### src/rtl/tap_generator.sv
// Tap burst generator: emits N active-high pulses of HIGH_CYCLES/LOW_CYCLES width,
// then a quiet GAP_CYCLES tail, then a one-clock done pulse.
module tap_generator #(
    parameter int COUNT_WIDTH = 8,
    parameter int HIGH_CYCLES = 120_000,
    parameter int LOW_CYCLES  = 120_000,
    parameter int GAP_CYCLES  = 12_000_000
) (
    input  logic                   clk,
    input  logic                   rst_n,
    input  logic                   start,
    input  logic [COUNT_WIDTH-1:0] count_in,
    output logic                   busy,
    output logic                   tap_out,
    output logic [COUNT_WIDTH-1:0] taps_sent,
    output logic                   done
);

    localparam int MAX_HL   = (HIGH_CYCLES > LOW_CYCLES) ? HIGH_CYCLES : LOW_CYCLES;
    localparam int MAX_ALL  = (MAX_HL > GAP_CYCLES) ? MAX_HL : GAP_CYCLES;
    localparam int TIMER_W  = $clog2(MAX_ALL + 1);

    localparam logic [TIMER_W-1:0] H_LOAD = TIMER_W'(HIGH_CYCLES);
    localparam logic [TIMER_W-1:0] L_LOAD = TIMER_W'(LOW_CYCLES);
    localparam logic [TIMER_W-1:0] G_LOAD = TIMER_W'(GAP_CYCLES);
    localparam logic [TIMER_W-1:0] T_ONE  = TIMER_W'(1);

    typedef enum logic [1:0] {
        S_IDLE,
        S_HIGH,
        S_LOW,
        S_GAP
    } state_e;

    state_e                 state_q, state_d;
    logic [TIMER_W-1:0]     timer_q, timer_d;
    logic [COUNT_WIDTH-1:0] count_q, count_d;
    logic [COUNT_WIDTH-1:0] taps_q, taps_d;
    logic [COUNT_WIDTH-1:0] taps_inc;
    logic                   tap_q, tap_d;
    logic                   busy_q, busy_d;
    logic                   done_q, done_d;
    logic                   expired;

    assign busy      = busy_q;
    assign tap_out   = tap_q;
    assign taps_sent = taps_q;
    assign done      = done_q;

    // Timer is loaded with the full segment length and the segment ends on the
    // edge where it reads 1, so each level lasts exactly the programmed clocks.
    always_comb begin
        state_d  = state_q;
        timer_d  = timer_q;
        count_d  = count_q;
        taps_d   = taps_q;
        tap_d    = tap_q;
        busy_d   = busy_q;
        done_d   = 1'b0;
        taps_inc = taps_q + COUNT_WIDTH'(1);
        expired  = (timer_q == T_ONE);

        case (state_q)
            S_IDLE: begin
                if (start) begin
                    count_d = count_in;
                    taps_d  = '0;
                    if (count_in != '0) begin
                        state_d = S_HIGH;
                        timer_d = H_LOAD;
                        tap_d   = 1'b1;
                        busy_d  = 1'b1;
                    end else begin
                        done_d  = 1'b1;
                    end
                end
            end
            S_HIGH: begin
                if (expired) begin
                    taps_d = taps_inc;
                    tap_d  = 1'b0;
                    if (taps_inc == count_q) begin
                        state_d = S_GAP;
                        timer_d = G_LOAD;
                    end else begin
                        state_d = S_LOW;
                        timer_d = L_LOAD;
                    end
                end else begin
                    timer_d = timer_q - T_ONE;
                end
            end
            S_LOW: begin
                if (expired) begin
                    state_d = S_HIGH;
                    timer_d = H_LOAD;
                    tap_d   = 1'b1;
                end else begin
                    timer_d = timer_q - T_ONE;
                end
            end
            S_GAP: begin
                if (expired) begin
                    state_d = S_IDLE;
                    timer_d = '0;
                    busy_d  = 1'b0;
                    done_d  = 1'b1;
                end else begin
                    timer_d = timer_q - T_ONE;
                end
            end
            default: begin
                state_d = S_IDLE;
            end
        endcase
    end

    always_ff @(posedge clk or negedge rst_n) begin
        if (!rst_n) begin
            state_q <= S_IDLE;
            timer_q <= '0;
            count_q <= '0;
            taps_q  <= '0;
            tap_q   <= 1'b0;
            busy_q  <= 1'b0;
            done_q  <= 1'b0;
        end else begin
            state_q <= state_d;
            timer_q <= timer_d;
            count_q <= count_d;
            taps_q  <= taps_d;
            tap_q   <= tap_d;
            busy_q  <= busy_d;
            done_q  <= done_d;
        end
    end

endmodule

### config.mk
export PLATFORM = sky130hd
export DESIGN_NAME = tap_generator
export DESIGN_NICKNAME = d
export VERILOG_FILES = /design/src/rtl/tap_generator.sv
export SDC_FILE = /design/constraint.sdc
export NUM_CORES = 1
export LEC_CHECK = 0
export CORE_MARGIN = 3
export CORE_UTILIZATION = 60
export CTS_CLUSTER_DIAMETER = 200
export CTS_CLUSTER_SIZE = 10
export DETAILED_ROUTE_END_ITERATION = 8
export PLACE_DENSITY = 0.83
export SYNTH_ARGS = -nofsm -noshare
export SYNTH_HDL_FRONTEND = slang
export SYNTH_SLANG_ARGS = --single-unit
### constraint.sdc
create_clock -name clk -period 3.86 [get_ports clk]
set_clock_uncertainty 0.2 [all_clocks]
set_input_delay 0.772 -clock clk [delete_from_list [all_inputs] [get_ports clk]]
set_output_delay 0.772 -clock clk [all_outputs]
set_load 0.03 [all_outputs]
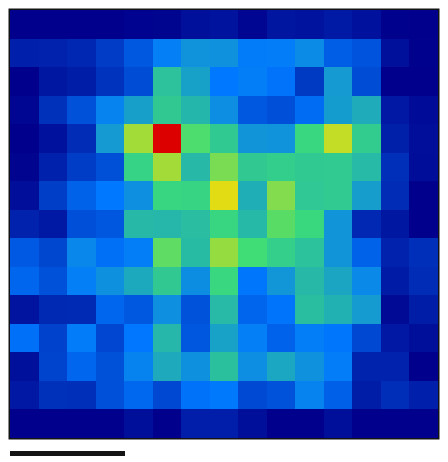
Fig. 1. Wire density map (run 1).
Scale bar: 20 um. The die is cut into 15 by 15 equal tiles; dark blue is low, red is high, scaled to the fullest tile. Values are wire area over tile area, all layers added.
mean over tiles = 0.19
fullest tile = 0.85
tiles over half the peak = 5.3%
nearly empty tiles = 13%
densest ninth of the die = centre
Tot GR Track Use: 24.8%
Wirelength per Cell: 17.3 um
vias: 2,492
drt total wl: 6480 um

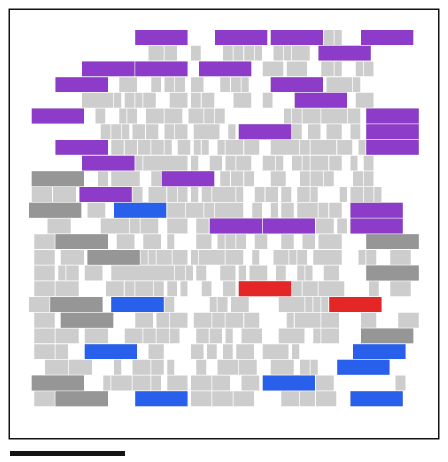
Fig. 2. Register map, names as in the netlist (run 1).
Scale bar: 20 um. Other sequential cells in the stronger grey, the rest of the logic in the fainter grey.
`state_q` -> red  # sequential cells 2
`timer_q` -> purple  # sequential cells 24
`taps_sent` -> blue  # sequential cells 8
sequential-cell power consumption: 0.472 mW
sequential cell area: 1130 sq um
register fraction of the total cell area: 36.0%
final core utilization: 70.8%

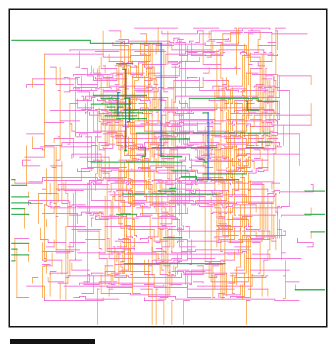
Fig. 3. Wiring by layer (run 1).
Scale bar: 20 um.
M2 -> orange  # wire length 2,880 um
M3 -> green  # wire length 358 um
M1 -> magenta  # wire length 3,170 um
M4 -> blue  # wire length 72.1 um

==> report_table.html, run 1 <==
<h2>Implementation results</h2>
<table>
<tr><th>Metric</th><th>Value</th></tr>
<tr><th colspan="2">Run status</th></tr>
<tr><td>Outcome</td><td>finished clean</td></tr>
<tr><th colspan="2">Drt</th></tr>
<tr><td>Top layer used by detailed routing</td><td>met4</td></tr>
<tr><td>Total met3 wirelength after detailed routing</td><td>358 um</td></tr>
<tr><td>Initial DRC count</td><td>235</td></tr>
<tr><td>DRT antenna net count</td><td>0</td></tr>
<tr><td>Drt first pass iters</td><td>4</td></tr>
<tr><td>Total DRC errors in the routed layout</td><td>0</td></tr>
<tr><td>Routed vias/inst</td><td>6.65</td></tr>
<tr><td>Detailed-routing wirelength on met1</td><td>around 3200 um</td></tr>
<tr><td>Routed wire length on met2</td><td>approximately 2900 um</td></tr>
<tr><th colspan="2">Global route</th></tr>
<tr><td>Number of antenna violations at the first check in global routing</td><td>0</td></tr>
<tr><td>Met3 Usage GRT</td><td>4.59%</td></tr>
<tr><td>Routing usage on met2</td><td>a little over a third</td></tr>
<tr><td>GR peak layer</td><td>met1</td></tr>
<tr><td>Wire length of the first global-routing pass</td><td>10,600 um</td></tr>
<tr><th colspan="2">Floorplanning</th></tr>
<tr><td>Chip Area</td><td>around 5500 sq um</td></tr>
<tr><td>Share of the core filled by cells before placement</td><td>between 60% and 70%</td></tr>
<tr><td>Overall die width</td><td>74.1 um</td></tr>
<tr><td>N_taps</td><td>between 50 and 60</td></tr>
<tr><td>Die Y-Extent</td><td>74.1 um</td></tr>
<tr><th colspan="2">Synth</th></tr>
<tr><td>Main flop type after synthesis</td><td>sky130_fd_sc_hd__dfrtp_1</td></tr>
<tr><td>Simple share</td><td>between 20% and 30%</td></tr>
<tr><td>Mux area share</td><td>under 10%</td></tr>
<tr><td>Number of nets in the synthesized netlist</td><td>323</td></tr>
<tr><td>XOR/XNOR share of the synthesized area</td><td>4.72%</td></tr>
<tr><td>Mean post-synth cell area</td><td>9.13 sq um</td></tr>
<tr><td>Proportion of synthesized chip area in sequential cells</td><td>40.4%</td></tr>
<tr><td>Netlist Area Pre-Place</td><td>2780 sq um</td></tr>
<tr><td>Library cell with the largest summed area after synthesis</td><td>sky130_fd_sc_hd__dfrtp_1</td></tr>
<tr><td>Chip area estimate from yosys synthesis</td><td>2780 sq um</td></tr>
<tr><td>Count of yosys warnings during synthesis</td><td>0</td></tr>
<tr><td>Share of Yosys cell area claimed by the top area cell type</td><td>40.4%</td></tr>
<tr><td>Biggest combinational cell group after synthesis</td><td>simple AND/OR/NAND/NOR gates</td></tr>
<tr><td>Count of library flops with an enable pin</td><td>0</td></tr>
<tr><td>Post-synthesis cell type with the largest instance count</td><td>sky130_fd_sc_hd__dfrtp_1</td></tr>
<tr><th colspan="2">Clock network</th></tr>
<tr><td>Count of H-tree levels built during CTS</td><td>2</td></tr>
<tr><td>Total CTS buffers</td><td>5</td></tr>
<tr><td>CTS Root Cell</td><td>sky130_fd_sc_hd__clkbuf_8</td></tr>
<tr><td>Resize count post-CTS</td><td>0</td></tr>
<tr><td>Post-CTS setup buffer count</td><td>0</td></tr>
<tr><td>Reg clk slew, reported paths</td><td>~0.090 ns</td></tr>
<tr><td>TritonCTS clock tree</td><td>built</td></tr>
<tr><th colspan="2">Final layout</th></tr>
<tr><td>Comb_multi_in</td><td>between 200 and 250</td></tr>
<tr><td>Most instantiated logic cells after routing</td><td>45 x sky130_fd_sc_hd__dfrtp_1, 33 x sky130_fd_sc_hd__o21ai_0, 26 x sky130_fd_sc_hd__nand2_1</td></tr>
<tr><td>Fraction of final layout cells with drive strength greater than 1</td><td>9.91%</td></tr>
<tr><td>Layout inverter count without the clock tree</td><td>7</td></tr>
<tr><td>Design Area, Final</td><td>~3100 sq um</td></tr>
<tr><td>Non-filler cells in the finished layout</td><td>375</td></tr>
<tr><td>Combinational share of cell area</td><td>50.4%</td></tr>
<tr><td>Largest contributor to cell area by class</td><td>logic gates</td></tr>
<tr><td>Comb gate area</td><td>1580 sq um</td></tr>
<tr><td>Synth-to-layout area growth</td><td>12.2%</td></tr>
<tr><td>Number of antenna cells inserted</td><td>0</td></tr>
<tr><td>Clock Network Area Fraction</td><td>3.32%</td></tr>
<tr><td>FF+latch count</td><td>45</td></tr>
<tr><th colspan="2">Power</th></tr>
<tr><td>Internal power</td><td>~0.67 mW</td></tr>
<tr><td>Power drawn by the clock network</td><td>around 0.34 mW</td></tr>
<tr><td>Worst ir drop on vdd</td><td>228 uV</td></tr>
<tr><td>Relative contribution of the clock network to total power</td><td>41.0%</td></tr>
<tr><td>Share of total power consumed by net switching</td><td>20.2%</td></tr>
<tr><td>Post-layout total power</td><td>0.839 mW</td></tr>
<tr><td>Power per standard cell area</td><td>around 270 nW/um^2</td></tr>
<tr><td>Part of the total power dissipated in combinational logic</td><td>2.8%</td></tr>
<tr><th colspan="2">STA</th></tr>
<tr><td>Hold Vio Cnt, Final</td><td>0</td></tr>
<tr><td>Worst Slack Setup Final</td><td>1.01 ns</td></tr>
<tr><td>Worst slew margin</td><td>about a third</td></tr>
<tr><td>Worst hold slack after final layout</td><td>between 0.2 and 0.3 ns</td></tr>
<tr><td>Final Max Slew Viols</td><td>0</td></tr>
<tr><td>Setup repair after global routing missed its margin</td><td>false</td></tr>
<tr><th colspan="2">Worst setup path</th></tr>
<tr><td>Crit Path Max Fanout</td><td>13</td></tr>
<tr><td>WP data arrival</td><td>2.82 ns</td></tr>
<tr><td>Crit. End Element</td><td>register</td></tr>
<tr><td>Critical path, cell by cell</td><td>nor4_4 &gt; nand4_2 &gt; o21ai_1 &gt; nor2_1 &gt; a21oi_1 &gt; o21ai_0</td></tr>
<tr><td>Setup slack of the most critical reg-to-reg path</td><td>approximately 1.0 ns</td></tr>
<tr><td>Terminus of the critical flop-to-flop path</td><td>timer_q[18]</td></tr>
<tr><td>Capture point of the critical path</td><td>timer_q[18]</td></tr>
<tr><td>Total number of cells along the worst setup path</td><td>6</td></tr>
<tr><td>Kind of cell with the highest combined delay on the critical path</td><td>AND-OR/OR-AND gates</td></tr>
<tr><td>Crit path buf inv count</td><td>0</td></tr>
<tr><th colspan="2">Placement</th></tr>
<tr><td>Routability-driven placement congestion ratio</td><td>0.916</td></tr>
<tr><td>HPWL after detailed placement</td><td>4630 um</td></tr>
<tr><td>Number of placed instances with taps included</td><td>between 300 and 400</td></tr>
<tr><th colspan="2">Min path</th></tr>
<tr><td>Worst-case hold path end point</td><td>timer_q[15]</td></tr>
<tr><td>Hold WC Path Type</td><td>register to register</td></tr>
<tr><th colspan="2">Run</th></tr>
<tr><td>Number of max-cap violations</td><td>0</td></tr>
</table>
Fig. 4: run 1, placed cells, one colour a class
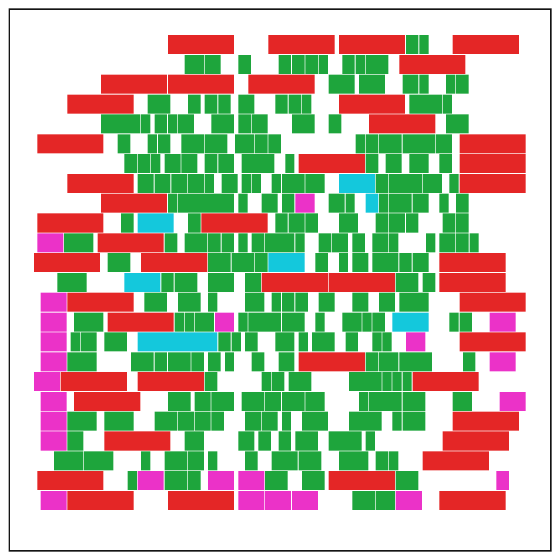

--- run 2 (diff from run 1) ---
Settings changed: CORE_UTILIZATION 60 to 53, PLACE_DENSITY 0.83 to 0.77.
Clock period 3.86 ns to 2.6 ns, I/O delays scaled along.
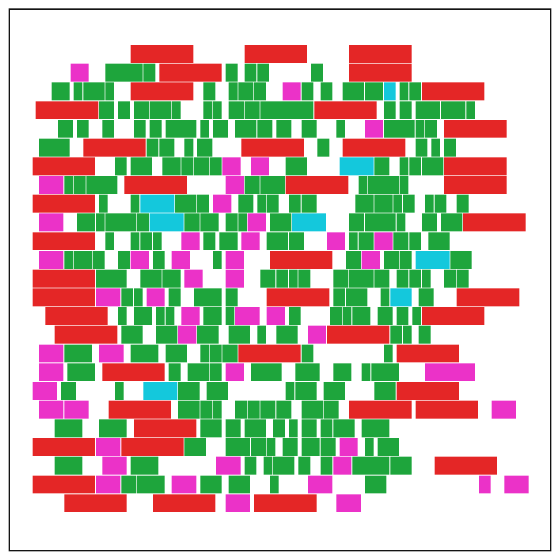
Fig. 5. Placed cells, one colour a class (run 2).
clock drivers and dummy loads -> cyan  # cells 8, share of their area 3.0%
remaining logic cells -> green  # cells 247, share of their area 49%
remaining buffers and delay cells -> magenta  # cells 49, share of their area 13%
registers -> red  # cells 45, share of their area 35%

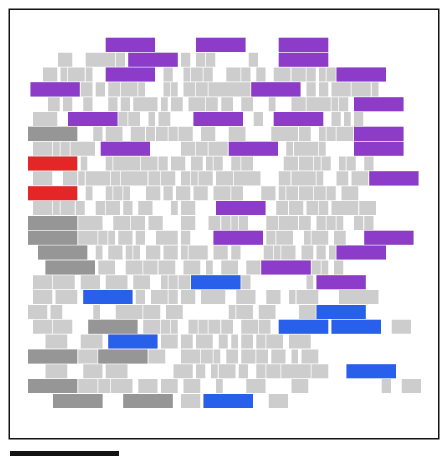
Fig. 6. Register map, names as in the netlist (run 2).
Scale bar: 20 um. Other sequential cells in the stronger grey, the rest of the logic in the fainter grey.
`timer_q` -> purple  # sequential cells 24
`taps_sent` -> blue  # sequential cells 8
`state_q` -> red  # sequential cells 2
not coloured = 11

==> run 2 against run 1 <==
Net effect:
- worst hold slack improved by 0.020 ns
- fmax is 18% higher
- setup slack worse by 0.83 ns
- global-route usage decreased by 0.72 points
- final area rose by 7.0%
- die area grew 12%
- synthesized cell count unchanged
- critical endpoint is now timer_q[8]
- largest cell class unchanged
- largest power group unchanged
==> report_table.html, run 2 <==
<h2>Implementation results</h2>
<table>
<tr><th>Metric</th><th>Value</th></tr>
<tr><th colspan="2">Synth</th></tr>
<tr><td>Post-synthesis cell type with the largest instance count</td><td>sky130_fd_sc_hd__dfrtp_1</td></tr>
<tr><td>XOR/XNOR share of the synthesized area</td><td>4.72%</td></tr>
<tr><td>Proportion of synthesized chip area in sequential cells</td><td>40.4%</td></tr>
<tr><td>Library cell with the largest summed area after synthesis</td><td>sky130_fd_sc_hd__dfrtp_1</td></tr>
<tr><td>Biggest combinational cell group after synthesis</td><td>simple AND/OR/NAND/NOR gates</td></tr>
<tr><td>Mean post-synth cell area</td><td>between 9 and 10 sq um</td></tr>
<tr><td>Simple share</td><td>22.7%</td></tr>
<tr><td>Count of yosys warnings during synthesis</td><td>0</td></tr>
<tr><td>Chip area estimate from yosys synthesis</td><td>2780 sq um</td></tr>
<tr><td>Number of nets in the synthesized netlist</td><td>around 320</td></tr>
<tr><td>Count of library flops with an enable pin</td><td>0</td></tr>
<tr><td>Main flop type after synthesis</td><td>sky130_fd_sc_hd__dfrtp_1</td></tr>
<tr><td>Mux area share</td><td>4.04%</td></tr>
<tr><td>Netlist Area Pre-Place</td><td>2780 sq um</td></tr>
<tr><td>Share of Yosys cell area claimed by the top area cell type</td><td>about 40%</td></tr>
<tr><th colspan="2">Drt</th></tr>
<tr><td>Wirelength per Cell</td><td>16.5 um</td></tr>
<tr><td>Vias</td><td>2,625</td></tr>
<tr><td>Top layer used by detailed routing</td><td>met4</td></tr>
<tr><td>Drt total wl</td><td>6870 um</td></tr>
<tr><td>Routed wire length on met2</td><td>about 3100 um</td></tr>
<tr><td>Total met3 wirelength after detailed routing</td><td>407 um</td></tr>
<tr><td>Drt first pass iters</td><td>4</td></tr>
<tr><td>Routed vias/inst</td><td>6.31</td></tr>
<tr><td>DRT antenna net count</td><td>0</td></tr>
<tr><td>Detailed-routing wirelength on met1</td><td>between 3000 and 4000 um</td></tr>
<tr><td>Initial DRC count</td><td>202</td></tr>
<tr><th colspan="2">Final layout</th></tr>
<tr><td>Synth-to-layout area growth</td><td>20.1%</td></tr>
<tr><td>Layout inverter count without the clock tree</td><td>7</td></tr>
<tr><td>Non-filler cells in the finished layout</td><td>416</td></tr>
<tr><td>Comb gate area</td><td>roughly 1600 sq um</td></tr>
<tr><td>Comb_multi_in</td><td>around 240</td></tr>
<tr><td>Register fraction of the total cell area</td><td>33.7%</td></tr>
<tr><td>Clock Network Area Fraction</td><td>2.88%</td></tr>
<tr><td>Combinational share of cell area</td><td>a little under half</td></tr>
<tr><td>Final core utilization</td><td>between 60% and 70%</td></tr>
<tr><td>Data buffer area share</td><td>12.9%</td></tr>
<tr><td>Design Area, Final</td><td>about 3300 sq um</td></tr>
<tr><td>Fillcell total</td><td>just over 400</td></tr>
<tr><td>Most instantiated logic cells after routing</td><td>45 x sky130_fd_sc_hd__dfrtp_1, 33 x sky130_fd_sc_hd__o21ai_0, 26 x sky130_fd_sc_hd__nand2_1, 26 x sky130_fd_sc_hd__buf_4, 21 x sky130_fd_sc_hd__nor2_1</td></tr>
<tr><td>Sequential cell area</td><td>1130 sq um</td></tr>
<tr><td>Number of antenna cells inserted</td><td>0</td></tr>
<tr><td>Register with the most flip-flops</td><td>timer_q</td></tr>
<tr><td>Fraction of final layout cells with drive strength greater than 1</td><td>between 15 and 20%</td></tr>
<tr><td>Largest contributor to cell area by class</td><td>logic gates</td></tr>
<tr><td>FF+latch count</td><td>45</td></tr>
<tr><th colspan="2">Clock network</th></tr>
<tr><td>TritonCTS clock tree</td><td>built</td></tr>
<tr><td>Total CTS buffers</td><td>5</td></tr>
<tr><td>Reg clk slew, reported paths</td><td>0.09 ns</td></tr>
<tr><td>Count of H-tree levels built during CTS</td><td>2</td></tr>
<tr><td>Post-CTS setup buffer count</td><td>0</td></tr>
<tr><td>Resize count post-CTS</td><td>0</td></tr>
<tr><td>CTS Root Cell</td><td>sky130_fd_sc_hd__clkbuf_8</td></tr>
<tr><td>Clk Latency, worst-skew pair</td><td>~0.3 ns</td></tr>
<tr><th colspan="2">Power</th></tr>
<tr><td>Power per standard cell area</td><td>360 nW/um^2</td></tr>
<tr><td>Part of the total power dissipated in combinational logic</td><td>3.3%</td></tr>
<tr><td>Relative contribution of the clock network to total power</td><td>~39%</td></tr>
<tr><td>Post-layout total power</td><td>about 1.2 mW</td></tr>
<tr><td>Worst ir drop on vdd</td><td>301 uV</td></tr>
<tr><td>Share of total power consumed by net switching</td><td>22.3%</td></tr>
<tr><td>Sequential-cell power consumption</td><td>0.700 mW</td></tr>
<tr><td>Switching Power</td><td>approximately 0.27 mW</td></tr>
<tr><td>Power drawn by the clock network</td><td>0.463 mW</td></tr>
<tr><td>Internal power</td><td>0.934 mW</td></tr>
<tr><th colspan="2">Floorplanning</th></tr>
<tr><td>Share of the core filled by cells before placement</td><td>roughly 57%</td></tr>
<tr><td>I/O pins</td><td>22</td></tr>
<tr><td>Chip Area</td><td>6160 sq um</td></tr>
<tr><td>Overall die width</td><td>78.5 um</td></tr>
<tr><td>N_taps</td><td>67</td></tr>
<tr><td>Die Y-Extent</td><td>78.5 um</td></tr>
<tr><th colspan="2">STA</th></tr>
<tr><td>Worst Slack Setup Final</td><td>0.177 ns</td></tr>
<tr><td># setup viols final</td><td>0</td></tr>
<tr><td>Hold Vio Cnt, Final</td><td>0</td></tr>
<tr><td>Setup repair after global routing missed its margin</td><td>false</td></tr>
<tr><td>Final Max Slew Viols</td><td>0</td></tr>
<tr><td>Pin slew with the least headroom to its limit</td><td>0.734 ns</td></tr>
<tr><td>Worst hold slack after final layout</td><td>0.318 ns</td></tr>
<tr><th colspan="2">Worst setup path</th></tr>
<tr><td>WP data arrival</td><td>roughly 2.4 ns</td></tr>
<tr><td>Crit path buf inv count</td><td>1</td></tr>
<tr><td>Terminus of the critical flop-to-flop path</td><td>timer_q[8]</td></tr>
<tr><td>Critical path, cell by cell</td><td>inv_1 &gt; ha_1 &gt; or4b_1 &gt; or2_2 &gt; nor4_1 &gt; xnor2_1 &gt; o21ai_0</td></tr>
<tr><td>Crit. End Element</td><td>register</td></tr>
<tr><td>Setup slack of the most critical reg-to-reg path</td><td>0.18 ns</td></tr>
<tr><td>Crit Path Max Fanout</td><td>6</td></tr>
<tr><td>Capture point of the critical path</td><td>timer_q[8]</td></tr>
<tr><td>Kind of cell with the highest combined delay on the critical path</td><td>simple AND/OR/NAND/NOR gates</td></tr>
<tr><td>Total number of cells along the worst setup path</td><td>7</td></tr>
<tr><th colspan="2">Run</th></tr>
<tr><td>Number of max-cap violations</td><td>0</td></tr>
<tr><th colspan="2">Min path</th></tr>
<tr><td>Worst hold path depth</td><td>1</td></tr>
<tr><td>Hold WC Path Type</td><td>register to register</td></tr>
<tr><td>Worst-case hold path end point</td><td>timer_q[15]</td></tr>
<tr><th colspan="2">Global route</th></tr>
<tr><td>Met3 Usage GRT</td><td>4.36%</td></tr>
<tr><td>Wire length of the first global-routing pass</td><td>11,900 um</td></tr>
<tr><td>Number of antenna violations at the first check in global routing</td><td>0</td></tr>
<tr><td>Tot GR Track Use</td><td>24.1%</td></tr>
<tr><td>GR peak layer</td><td>met2</td></tr>
<tr><td>Routing usage on met2</td><td>a little under two fifths</td></tr>
<tr><th colspan="2">Placement</th></tr>
<tr><td>Number of placed instances with taps included</td><td>roughly 410</td></tr>
<tr><td>Routability-driven placement congestion ratio</td><td>0.860</td></tr>
<tr><td>HPWL after detailed placement</td><td>5090 um</td></tr>
<tr><th colspan="2">Run status</th></tr>
<tr><td>Outcome</td><td>finished clean</td></tr>
</table>
Power is estimated from default activity; no workload was simulated.
